metal_density.png
Scale bar: 50 um. 37 x 37 tiles, from black (low) to pale yellow (high), scaled to the fullest tile. Values are wire area over tile area, all layers added.
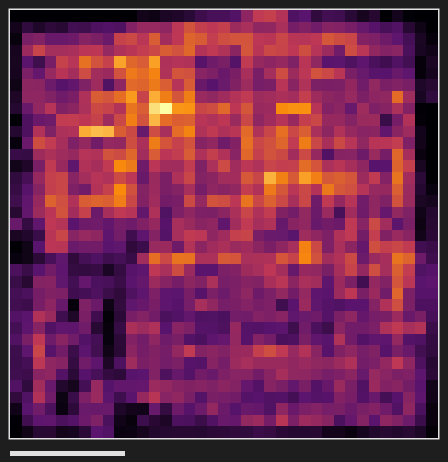
congestion.png
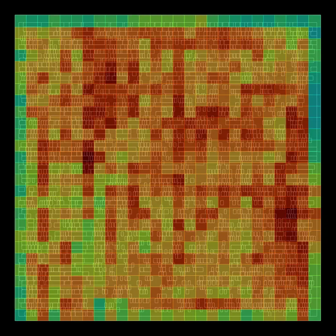
layer_met2.png
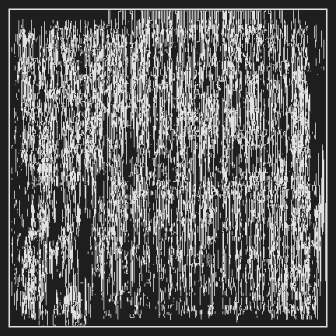
layer_met1.png
Scale bar: 50 um.
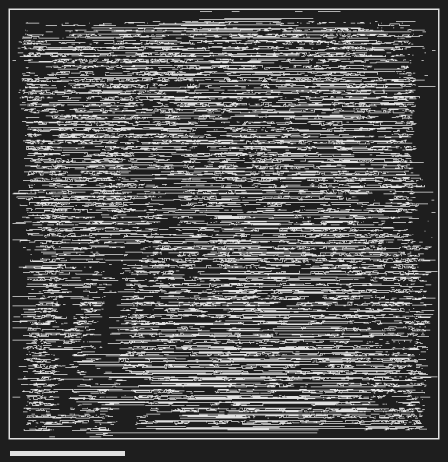
cell_density.png
Scale bar: 50 um. 19 x 19 tiles, from black (low) to pale yellow (high), 0 to 100% covered.
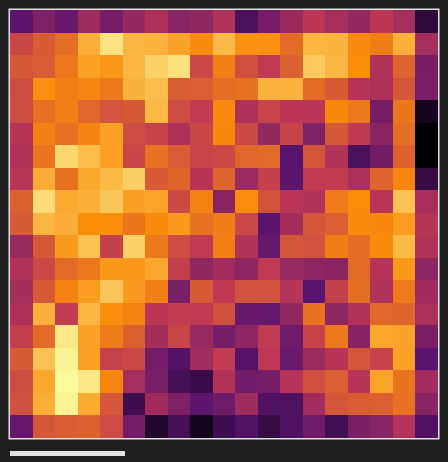
[src/rtl/alu_ctrl_muldiv.sv]
// MIPS ALU control decode plus HI/LO registers and an iterative multiply/divide engine.
// Define ALU_FAST_MUL_EN to compute MULT/MULTU with a single-cycle multiplier.
module alu_ctrl_muldiv #(
  parameter int               WIDTH    = 32,
  parameter logic [WIDTH-1:0] HILO_RST = '0
) (
  input  logic             clk,
  input  logic             rst,
  input  logic             instr_valid,
  input  logic [1:0]       ALUOp,
  input  logic [5:0]       Funct,
  input  logic [5:0]       Opcode,
  input  logic [WIDTH-1:0] rs_val,
  input  logic [WIDTH-1:0] rt_val,
  output logic [3:0]       ALUControl,
  output logic             shift_var,
  output logic             hilo_wb,
  output logic [WIDTH-1:0] hilo_rd_data,
  output logic             stall,
  output logic [WIDTH-1:0] hi,
  output logic [WIDTH-1:0] lo
);
  localparam int CW = $clog2(WIDTH + 1);

  localparam logic [5:0] F_SLL  = 6'b000000, F_SRL  = 6'b000010, F_SRA  = 6'b000011;
  localparam logic [5:0] F_SLLV = 6'b000100, F_SRLV = 6'b000110, F_SRAV = 6'b000111;
  localparam logic [5:0] F_MFHI = 6'b010000, F_MTHI = 6'b010001;
  localparam logic [5:0] F_MFLO = 6'b010010, F_MTLO = 6'b010011;
  localparam logic [5:0] F_ADD  = 6'b100000, F_SUB  = 6'b100010, F_AND  = 6'b100100;
  localparam logic [5:0] F_OR   = 6'b100101, F_XOR  = 6'b100110, F_NOR  = 6'b100111;
  localparam logic [5:0] F_SLT  = 6'b101010, F_SLTU = 6'b101011;
  localparam logic [5:0] O_SLTI = 6'b001010, O_SLTIU = 6'b001011, O_ANDI = 6'b001100;
  localparam logic [5:0] O_ORI  = 6'b001101, O_XORI  = 6'b001110, O_LUI  = 6'b001111;

  typedef enum logic [1:0] {S_IDLE, S_RUN, S_DONE} state_t;

  state_t             state_q, state_d;
  logic [CW-1:0]      cnt_q, cnt_d;
  logic [WIDTH-1:0]   hi_q, hi_d, lo_q, lo_d, m_q, m_d;
  logic [2*WIDTH-1:0] p_q, p_d;
  logic               div_q, div_d, neg_q, neg_d, rneg_q, rneg_d, dz_q, dz_d;

  always_comb begin
    ALUControl = 4'b0000;
    shift_var  = 1'b0;
    hilo_wb    = 1'b0;
    case (ALUOp)
      2'b00: ALUControl = 4'b0010;
      2'b01: ALUControl = 4'b0110;
      2'b10: begin
        case (Funct)
          F_ADD:  ALUControl = 4'b0010;
          F_SUB:  ALUControl = 4'b0110;
          F_AND:  ALUControl = 4'b0000;
          F_OR:   ALUControl = 4'b0001;
          F_XOR:  ALUControl = 4'b0100;
          F_NOR:  ALUControl = 4'b1100;
          F_SLT:  ALUControl = 4'b0111;
          F_SLTU: ALUControl = 4'b1001;
          F_SLL:  ALUControl = 4'b1110;
          F_SRL:  ALUControl = 4'b1111;
          F_SRA:  ALUControl = 4'b1011;
          F_SLLV: begin ALUControl = 4'b1110; shift_var = 1'b1; end
          F_SRLV: begin ALUControl = 4'b1111; shift_var = 1'b1; end
          F_SRAV: begin ALUControl = 4'b1011; shift_var = 1'b1; end
          F_MFHI, F_MFLO: hilo_wb = 1'b1;
          default: ;
        endcase
      end
      default: begin
        case (Opcode)
          O_ANDI:  ALUControl = 4'b0000;
          O_ORI:   ALUControl = 4'b0001;
          O_XORI:  ALUControl = 4'b0100;
          O_SLTI:  ALUControl = 4'b0111;
          O_SLTIU: ALUControl = 4'b1001;
          O_LUI:   ALUControl = 4'b1010;
          default: ;
        endcase
      end
    endcase
  end

  assign hilo_rd_data = !hilo_wb ? '0 : (Funct == F_MFHI) ? hi_q : lo_q;

  // Funct 0110xx covers MULT/MULTU/DIV/DIVU; bit 1 selects divide, bit 0 unsigned.
  logic             md_op, op_div, op_signed, sa, sb, mt_hi, mt_lo;
  logic [WIDTH-1:0] ma, mb;

  assign md_op     = instr_valid && (ALUOp == 2'b10) && (Funct[5:2] == 4'b0110);
  assign op_div    = Funct[1];
  assign op_signed = ~Funct[0];
  assign sa        = op_signed & rs_val[WIDTH-1];
  assign sb        = op_signed & rt_val[WIDTH-1];
  assign ma        = sa ? -rs_val : rs_val;
  assign mb        = sb ? -rt_val : rt_val;
  assign mt_hi     = instr_valid && (ALUOp == 2'b10) && (Funct == F_MTHI) && (state_q == S_IDLE);
  assign mt_lo     = instr_valid && (ALUOp == 2'b10) && (Funct == F_MTLO) && (state_q == S_IDLE);

  // {p_q upper, p_q lower} is {accumulator, multiplier} or {remainder, dividend/quotient}.
  logic [WIDTH:0]     mul_sum, div_sh, div_diff;
  logic [2*WIDTH-1:0] mul_nx, div_nx, step_nx, prod;
  logic [WIDTH-1:0]   quo, rem;

  always_comb begin
    mul_sum  = {1'b0, p_q[2*WIDTH-1:WIDTH]} + (p_q[0] ? {1'b0, m_q} : '0);
    mul_nx   = {mul_sum, p_q[WIDTH-1:1]};
    div_sh   = {p_q[2*WIDTH-1:WIDTH], p_q[WIDTH-1]};
    div_diff = div_sh - {1'b0, m_q};
    div_nx   = div_diff[WIDTH] ? {div_sh[WIDTH-1:0], p_q[WIDTH-2:0], 1'b0}
                               : {div_diff[WIDTH-1:0], p_q[WIDTH-2:0], 1'b1};
    step_nx  = div_q ? div_nx : mul_nx;
    prod     = neg_q ? -step_nx : step_nx;
    // A zero divisor leaves |rs| as the remainder, so re-signing it restores rs exactly.
    quo      = dz_q ? '1 : (neg_q ? -step_nx[WIDTH-1:0] : step_nx[WIDTH-1:0]);
    rem      = rneg_q ? -step_nx[2*WIDTH-1:WIDTH] : step_nx[2*WIDTH-1:WIDTH];
  end

`ifdef ALU_FAST_MUL_EN
  logic [2*WIDTH-1:0] fast_mag, fast_prod;
  assign fast_mag  = {{WIDTH{1'b0}}, ma} * {{WIDTH{1'b0}}, mb};
  assign fast_prod = (sa ^ sb) ? -fast_mag : fast_mag;
`endif

  always_comb begin
    state_d = state_q;
    cnt_d   = cnt_q;
    p_d     = p_q;
    m_d     = m_q;
    div_d   = div_q;
    neg_d   = neg_q;
    rneg_d  = rneg_q;
    dz_d    = dz_q;
    hi_d    = hi_q;
    lo_d    = lo_q;
    stall   = 1'b0;
    case (state_q)
      S_IDLE: begin
        if (md_op) begin
          stall   = 1'b1;
          p_d     = {{WIDTH{1'b0}}, ma};
          m_d     = mb;
          div_d   = op_div;
          neg_d   = sa ^ sb;
          rneg_d  = sa;
          dz_d    = (rt_val == '0);
          cnt_d   = CW'(WIDTH);
          state_d = S_RUN;
`ifdef ALU_FAST_MUL_EN
          if (!op_div) begin
            {hi_d, lo_d} = fast_prod;
            state_d      = S_DONE;
          end
`endif
        end else if (mt_hi) begin
          hi_d = rs_val;
        end else if (mt_lo) begin
          lo_d = rs_val;
        end
      end
      S_RUN: begin
        stall = 1'b1;
        p_d   = step_nx;
        cnt_d = cnt_q - CW'(1);
        if (cnt_q == CW'(1)) begin
          state_d = S_DONE;
          if (div_q) begin
            hi_d = rem;
            lo_d = quo;
          end else begin
            {hi_d, lo_d} = prod;
          end
        end
      end
      // DONE ignores md_op so the still-held instruction cannot restart.
      default: state_d = S_IDLE;
    endcase
  end

  always_ff @(posedge clk) begin
    if (rst) begin
      state_q <= S_IDLE;
      cnt_q   <= '0;
      hi_q    <= HILO_RST;
      lo_q    <= HILO_RST;
    end else begin
      state_q <= state_d;
      cnt_q   <= cnt_d;
      hi_q    <= hi_d;
      lo_q    <= lo_d;
    end
  end

  always_ff @(posedge clk) begin
    p_q    <= p_d;
    m_q    <= m_d;
    div_q  <= div_d;
    neg_q  <= neg_d;
    rneg_q <= rneg_d;
    dz_q   <= dz_d;
  end

  assign hi = hi_q;
  assign lo = lo_q;
endmodule

[config.mk]
export PLATFORM = sky130hd
export DESIGN_NAME = alu_ctrl_muldiv
export DESIGN_NICKNAME = d
export VERILOG_FILES = /design/src/rtl/alu_ctrl_muldiv.sv
export SDC_FILE = /design/constraint.sdc
export NUM_CORES = 1
export LEC_CHECK = 0
export ABC_AREA = 1
export CAP_MARGIN = 20
export CORE_MARGIN = 2
export CORE_UTILIZATION = 53
export DETAILED_ROUTE_END_ITERATION = 6
export PLACE_DENSITY_LB_ADDON = 0.05
export SLEW_MARGIN = 10
export SYNTH_ARGS = -nofsm -noshare
export SYNTH_HDL_FRONTEND = slang
export SYNTH_SLANG_ARGS = --single-unit
[constraint.sdc]
create_clock -name clk -period 7.2 [get_ports clk]
set_input_delay 1.44 -clock clk [delete_from_list [all_inputs] [get_ports clk]]
set_output_delay 1.44 -clock clk [all_outputs]
set_load 0.1 [all_outputs]
==> out/results.tsv <==
stage	metric	value	unit
grt	grt_pass1_wl	109000	um
critical_path	cp-start-kind	input port	
final_timing	finClkSkew	19.0	ps
synth	synthTopCellsByArea	edfxtp_1 (17%), nand2_1 (17%), inv_1 (9.0%)	
cells_and_area	regArea	4440	um2
routing	ant_nets	0	
cells_and_area	final_layout_size_suffix_gt1_frac	0.0711	
flow_run	warning_count	27	
floorplanning	die_h	187	um
final_timing	fin_crit_sh	0.793	
status	status	finished, final reports clean	
synth	yosysWarnings	0	
cells_and_area	syn2layout_area_growth	14.8	%
clock_tree	htreeDepth	4	
cells_and_area	finalNonFillerCells	3508	
place	placed_area	19700	um2
clock_tree	clk_pin_slew	70	ps
final_timing	slew_headroom	0.317	
clock_tree	cts_setup_buffers	0	
critical_path	critPathCaptureType	output port	
power_and_ir_drop	peakVddDrop	0.184	mV
cells_and_area	flops	172	
power_and_ir_drop	p_leak	9.54	nW
synth	synth.yosys.seq_area_share	0.251	
cells_and_area	largest_cell_class	logic gates	
Notes on metal_density.png above:
nearly empty tiles	2.8%
mean over tiles	0.36
emptiest ninth of the die	lower left
Vias: 20.8k
WL final: 72500 um
GR Util All Layers: 0.404
detailed-route wire length per cell: 20.7 um

Notes on congestion.png above:
M3 GR Usage: 0.0912
met2 Use GR: 0.604
final design utilization: 0.622

Notes on layer_met2.png above:
nets with wire on the layer	2664
longest straight run	53.4 um
share of all routed wire	41%
wire length on this layer	30.0 mm
main direction	vertical

Notes on layer_met1.png above:
nets with wire on the layer	3028
wire length on this layer	30.4 mm
longest straight run	117 um
met1 Usage GRT: 0.575

Notes on cell_density.png above:
fullest tile	98%
tiles over 75% full	21%
nearly empty tiles	0.60%
emptiest ninth of the die	bottom centre
fp_density: 0.542
Core ar.: 32700 um2

-- metal layers --
metal,routed length [um],global-route usage,part of all wire
met4,2620,0.135,0.036
met5,66,0,0.00091
met2,30000,0.604,0.41
met1,30400,0.575,0.42
met3,9350,0.0912,0.13
-- state kept, by name (all words and copies together) (netlist names) --
signal   count
cnt_q        6
div_q        1
dz_q         1
hi          32
lo          32
m_q         32
neg_q        1
p_q         64
rneg_q       1
state_q      2
-- power by group --
group,switching (mW),internal [mW],total (mW)
sequential,0.00803,1.05,1.06
clock,0.450,0.483,0.933
combinational,0.209,0.111,0.320
total,0.667,1.64,2.31
-- worst max-delay path, delay by kind of cell --
family,cells,cell delay [ps]
buffers and inverters,4,1970
and+or+nand+nor,2,860
Power and IR drop assume default switching activity.
